File: config.mk
export PLATFORM = sky130hd
export DESIGN_NAME = keypad_scanner
export DESIGN_NICKNAME = d
export VERILOG_FILES = /design/src/rtl/keypad_scanner.sv
export SDC_FILE = /design/constraint.sdc
export NUM_CORES = 1
export LEC_CHECK = 0
export CAP_MARGIN = 20
export CORE_MARGIN = 2
export CORE_UTILIZATION = 50
export CTS_BUF_LIST = sky130_fd_sc_hd__clkbuf_8 sky130_fd_sc_hd__clkbuf_16
export CTS_CLUSTER_DIAMETER = 100
export DETAILED_ROUTE_END_ITERATION = 8
export PLACE_DENSITY = 0.89
export RECOVER_POWER = 100
export SLEW_MARGIN = 25
export SYNTH_ARGS = -nofsm -noshare
export SYNTH_HDL_FRONTEND = slang
export SYNTH_SLANG_ARGS = --single-unit
export TNS_END_PERCENT = 1
File: constraint.sdc
create_clock -name CLK_in -period 2.6 [get_ports CLK_in]
set_input_delay 0.52 -clock CLK_in [delete_from_list [all_inputs] [get_ports CLK_in]]
set_output_delay 0.52 -clock CLK_in [all_outputs]
set_load 0.02 [all_outputs]
File: src/rtl/keypad_scanner.sv
// Scans a 4x4 active-low matrix keypad, debounces press and release, emits one code per press.
// Latency: DEBOUNCE_CNT cycles from detection to Key_valid, plus 2 synchronizer cycles on Row.
// No backpressure: Key_valid is a single-cycle pulse, and Number/Key_code hold until the next press.
module keypad_scanner #(
    parameter int SCAN_DIV     = 4,
    parameter int DEBOUNCE_CNT = 8
) (
    input  logic        CLK_in,
    input  logic        RST_n,
    input  logic [3:0]  Row,
    output logic [3:0]  Col,
    output logic [3:0]  Key_code,
    output logic        Key_valid,
    output logic [15:0] Number
);

    // One shared counter serves both the column dwell and the debounce windows.
    localparam int CNT_MAX = (SCAN_DIV > DEBOUNCE_CNT) ? SCAN_DIV : DEBOUNCE_CNT;
    localparam int CW      = $clog2(CNT_MAX);
    localparam logic [CW-1:0] SCAN_LAST = CW'(SCAN_DIV - 1);
    localparam logic [CW-1:0] DB_LAST   = CW'(DEBOUNCE_CNT - 1);

    typedef enum logic [1:0] {
        SCAN     = 2'd0,
        DEBOUNCE = 2'd1,
        HOLD     = 2'd2
    } state_t;

    state_t         state_q, state_d;
    logic [CW-1:0]  cnt_q, cnt_d;
    logic [1:0]     col_idx_q, col_idx_d;
    logic [1:0]     row_idx_q, row_idx_d;
    logic [3:0]     key_code_q, key_code_d;
    logic           key_valid_q, key_valid_d;
    logic [15:0]    number_q, number_d;
    logic [3:0]     row_meta_q, row_s_q;

    logic [1:0]     low_row;
    logic           row_bit;
    logic [3:0]     key_new;

    // Two-flop synchronizer: Row is asynchronous, idle-high because of the pull-ups.
    always_ff @(posedge CLK_in or negedge RST_n) begin
        if (!RST_n) begin
            row_meta_q <= 4'b1111;
            row_s_q    <= 4'b1111;
        end else begin
            row_meta_q <= Row;
            row_s_q    <= row_meta_q;
        end
    end

    // Lowest-index active row wins when several rows are low in the driven column.
    always_comb begin
        low_row = 2'd0;
        for (int i = 3; i >= 0; i--) begin
            if (!row_s_q[i]) begin
                low_row = 2'(i);
            end
        end
    end

    assign row_bit = row_s_q[row_idx_q];
    assign key_new = {row_idx_q, col_idx_q};

    // Scan/debounce/hold state register and datapath registers.
    always_ff @(posedge CLK_in or negedge RST_n) begin
        if (!RST_n) begin
            state_q     <= SCAN;
            cnt_q       <= '0;
            col_idx_q   <= 2'd0;
            row_idx_q   <= 2'd0;
            key_code_q  <= 4'd0;
            key_valid_q <= 1'b0;
            number_q    <= 16'd0;
        end else begin
            state_q     <= state_d;
            cnt_q       <= cnt_d;
            col_idx_q   <= col_idx_d;
            row_idx_q   <= row_idx_d;
            key_code_q  <= key_code_d;
            key_valid_q <= key_valid_d;
            number_q    <= number_d;
        end
    end

    // Next-state logic: column walk, press qualification, release qualification.
    always_comb begin
        state_d     = state_q;
        cnt_d       = cnt_q;
        col_idx_d   = col_idx_q;
        row_idx_d   = row_idx_q;
        key_code_d  = key_code_q;
        key_valid_d = 1'b0;
        number_d    = number_q;
        unique case (state_q)
            SCAN: begin
                if (cnt_q == SCAN_LAST) begin
                    cnt_d = '0;
                    if (row_s_q != 4'b1111) begin
                        // Column stays frozen on the one that showed activity.
                        row_idx_d = low_row;
                        state_d   = DEBOUNCE;
                    end else begin
                        col_idx_d = col_idx_q + 2'd1;
                    end
                end else begin
                    cnt_d = cnt_q + 1'b1;
                end
            end
            DEBOUNCE: begin
                if (!row_bit) begin
                    if (cnt_q == DB_LAST) begin
                        key_valid_d = 1'b1;
                        key_code_d  = key_new;
                        number_d    = {number_q[11:0], key_new};
                        cnt_d       = '0;
                        state_d     = HOLD;
                    end else begin
                        cnt_d = cnt_q + 1'b1;
                    end
                end else begin
                    // Bounce: abandon this column and keep scanning.
                    cnt_d     = '0;
                    col_idx_d = col_idx_q + 2'd1;
                    state_d   = SCAN;
                end
            end
            HOLD: begin
                if (row_bit) begin
                    if (cnt_q == DB_LAST) begin
                        cnt_d     = '0;
                        col_idx_d = col_idx_q + 2'd1;
                        state_d   = SCAN;
                    end else begin
                        cnt_d = cnt_q + 1'b1;
                    end
                end else begin
                    cnt_d = '0;
                end
            end
            default: begin
                state_d = SCAN;
                cnt_d   = '0;
            end
        endcase
    end

    assign Col       = ~(4'b0001 << col_idx_q);
    assign Key_code  = key_code_q;
    assign Key_valid = key_valid_q;
    assign Number    = number_q;

endmodule

Figure 1. The clock network.
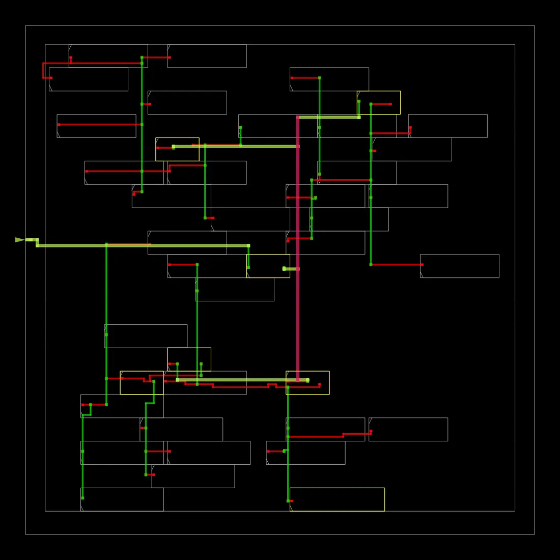
Insertion Delay late pin: 0.28 ns
Sink Count: 34

Figure 2. Cells by drive strength.
Scale bar: 20 um.
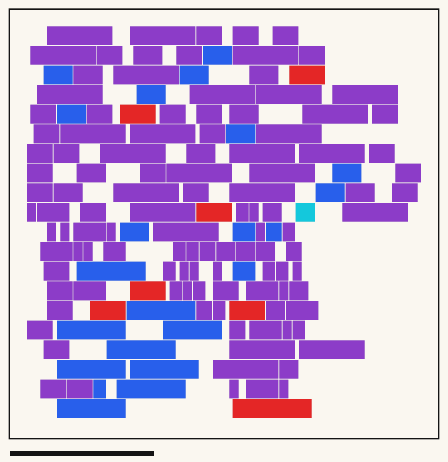
red -> _6 and larger  # cells 7, share 4.9%
cyan -> _3 and _4 cells  # cells 1, share 0.70%
blue -> _2 cells  # cells 22, share 15%
purple -> _0 and _1 cells  # cells 113, share 79%
post-layout instance area: 1880 um^2
Layout area overhead: 22.9%
setup ws final: 0.373 ns
Signal buffers: 32

Figure 3. Where the registers sit.
Scale bar: 20 um. Other sequential cells in the stronger gray, the rest of the logic in the fainter gray.
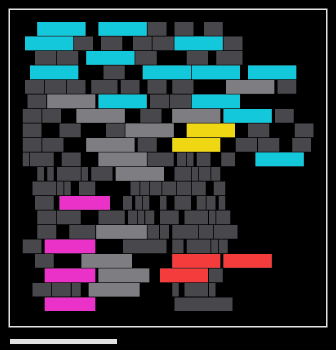
red -> `cnt_q`  # sequential cells 3
cyan -> `Number`  # sequential cells 13
yellow -> `state_q`  # sequential cells 2
magenta -> `row_meta_q`  # sequential cells 4, where bottom left
not colored = 12

Figure 4. Zoomed window.
Window x 29 to 59, y 0 to 30 um. Cells in gray, sequential cells in the stronger gray; small squares are vias.
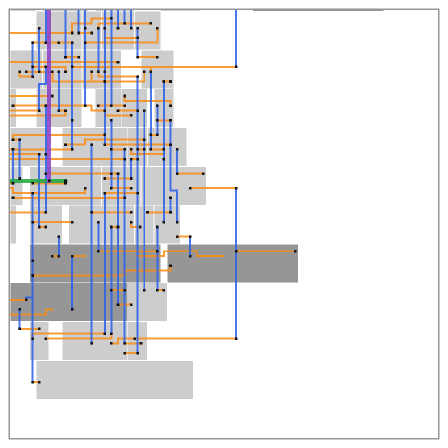
orange -> metal 1
purple -> metal 4
green -> metal 3
blue -> metal 2
netlist names of flops here include = `cnt_q` (3)
cells with their middle in the window = 31
most frequent = nor2_1 (4), ha_1 (4), dfrtp_1 (3)
sequential cells in the window = 3

==> run_results.csv <==
group,metric,value,unit
finish,drive_gt1_share,21.0,%
floorplan,num_io_pins,31,
finish,clkbuf_count,6,
finish,clk_share,5.99,%
worst_hold_path,hold_class,"reg2reg",
clocking,cts-root-buf,"clkbuf_8",
finish,nNetsFinal,157,
floorplan,fp_util,51.4,%
sta,max_freq,0.449,GHz
finish,final_core_util,63.2,%
drt,wl_met3,178,um
run,cap_viol_max_count,0,
placed_design,port_buffers,30,
finish,seq-cell-share,45.8,%
synth,ys_area,1530,um^2
run_status,run_status,"completed",
synth,top_area_share,42.5,%
synth,top_area_cell,"dfrtp_1",
sta,max_slew_margin,46.3,%
drt,met2WireLength,1.13,mm
clocking,post_cts_buffers,0,
synth,synthTopCellsByArea,"dfrtp_1, dfstp_2, mux2_4",
worst_setup_path,cp.arrival,1.71,ns
drt,vias,914,
floorplan,num_rows,20,
clocking,cts_buffer_depth,2,
placed_design,place_congestion,0.804,
synth,top_cell,"dfrtp_1",
grt,grt_max_degree,35,
clocking,cts_buffers,5,
synth,adder_share,6.54,%
worst_setup_path,startpoint_type,"flop",
sta,tightestPinTransition,0.806,ns
sta,holdWs,0.357,ns
drt,wl_met1,1.03,mm
finish,flops,34,
worst_setup_path,startpoint,"col_idx_q[0]",
grt,grt_pass1_vias,890,
finish,diodes,0,
drt,drtPass1Iterations,3,
sta,report.final.slew_viol_count,0,
floorplan,die_w,59.3,um
finish,layout.nonclk_buf_share,16.6,%
worst_setup_path,cp.required,2.08,ns
grt,grt.busiest_layer,"met2",
floorplan,core_area,2980,um^2
sta,hold_violations,0,
sta,post-route-min-period,2.23,ns
grt,gr-total-overflow,0,
drt,finalWirelength,2.36,mm
worst_setup_path,critPathMaxFanout,4,
finish,layout.cells.most_common_list,"dlygate4sd3_1, dfrtp_1, inv_1, mux2_2",
synth,ff_type,"dfrtp_1",
sta,tns,0,ns
worst_setup_path,reg2reg_from,"cnt_q[0]",
worst_setup_path,cp-end-kind,"output port",
worst_setup_path,rrSetupSlack,0.53,ns
worst_hold_path,hold_end,"row_s_q[2]",
placed_design,hpwl,1.69,mm
finish,layout_top_cell,"dlygate4sd3_1",
synth,yosysWarnings,0,
drt,final_antenna_net_count,0,
pwr,pwr_density_cell,901,nW/um^2
synth,synth_flop_count,34,
synth,synth-simple-area-share,8.99,%
worst_setup_path,setup.worst_path.end,"Col[2]",
synth,syn_nets,127,
drt,wire_per_inst,13.4,um
grt,grt_use_met3,6.77,%
synth,edf_count,0,
pwr,power_leakage,0.000942,uW
synth,async_flop_share,100,%
synth,syn_area,1530,um^2
synth,yosys_cells,113,
finish,inverters,9,
[per-stage QoR]
step                      total power, uW  instances
final                                1690        176
after CTS                            1750        176
after global placement               1240        169
after global routing                 1790        176
after floorplan                      1080        113
after detailed placement             1260        169
[where the power goes]
group | switching [uW] | internal (uW) | total (uW)
logic | 271 | 239 | 510
registers | 82.7 | 618 | 701
clock network | 177 | 306 | 484
total | 531 | 1160 | 1690
[flip-flops by register name, summed over array words and instances, names as in the netlist]
signal / count
row_idx_q: 2
cnt_q: 3
row_s_q: 4
col_idx_q: 2
state_q: 2
Key_valid: 1
Number: 13
row_meta_q: 4
Key_code: 3
[critical path, cell delays in order, from the launching register on]
cell	delay (ns)
dfrtp_1	0.40
inv_1	0.10
ha_1	0.20
inv_1	0.05
dlygate4sd3_1	0.67
Power is estimated from default activity; no workload was simulated.
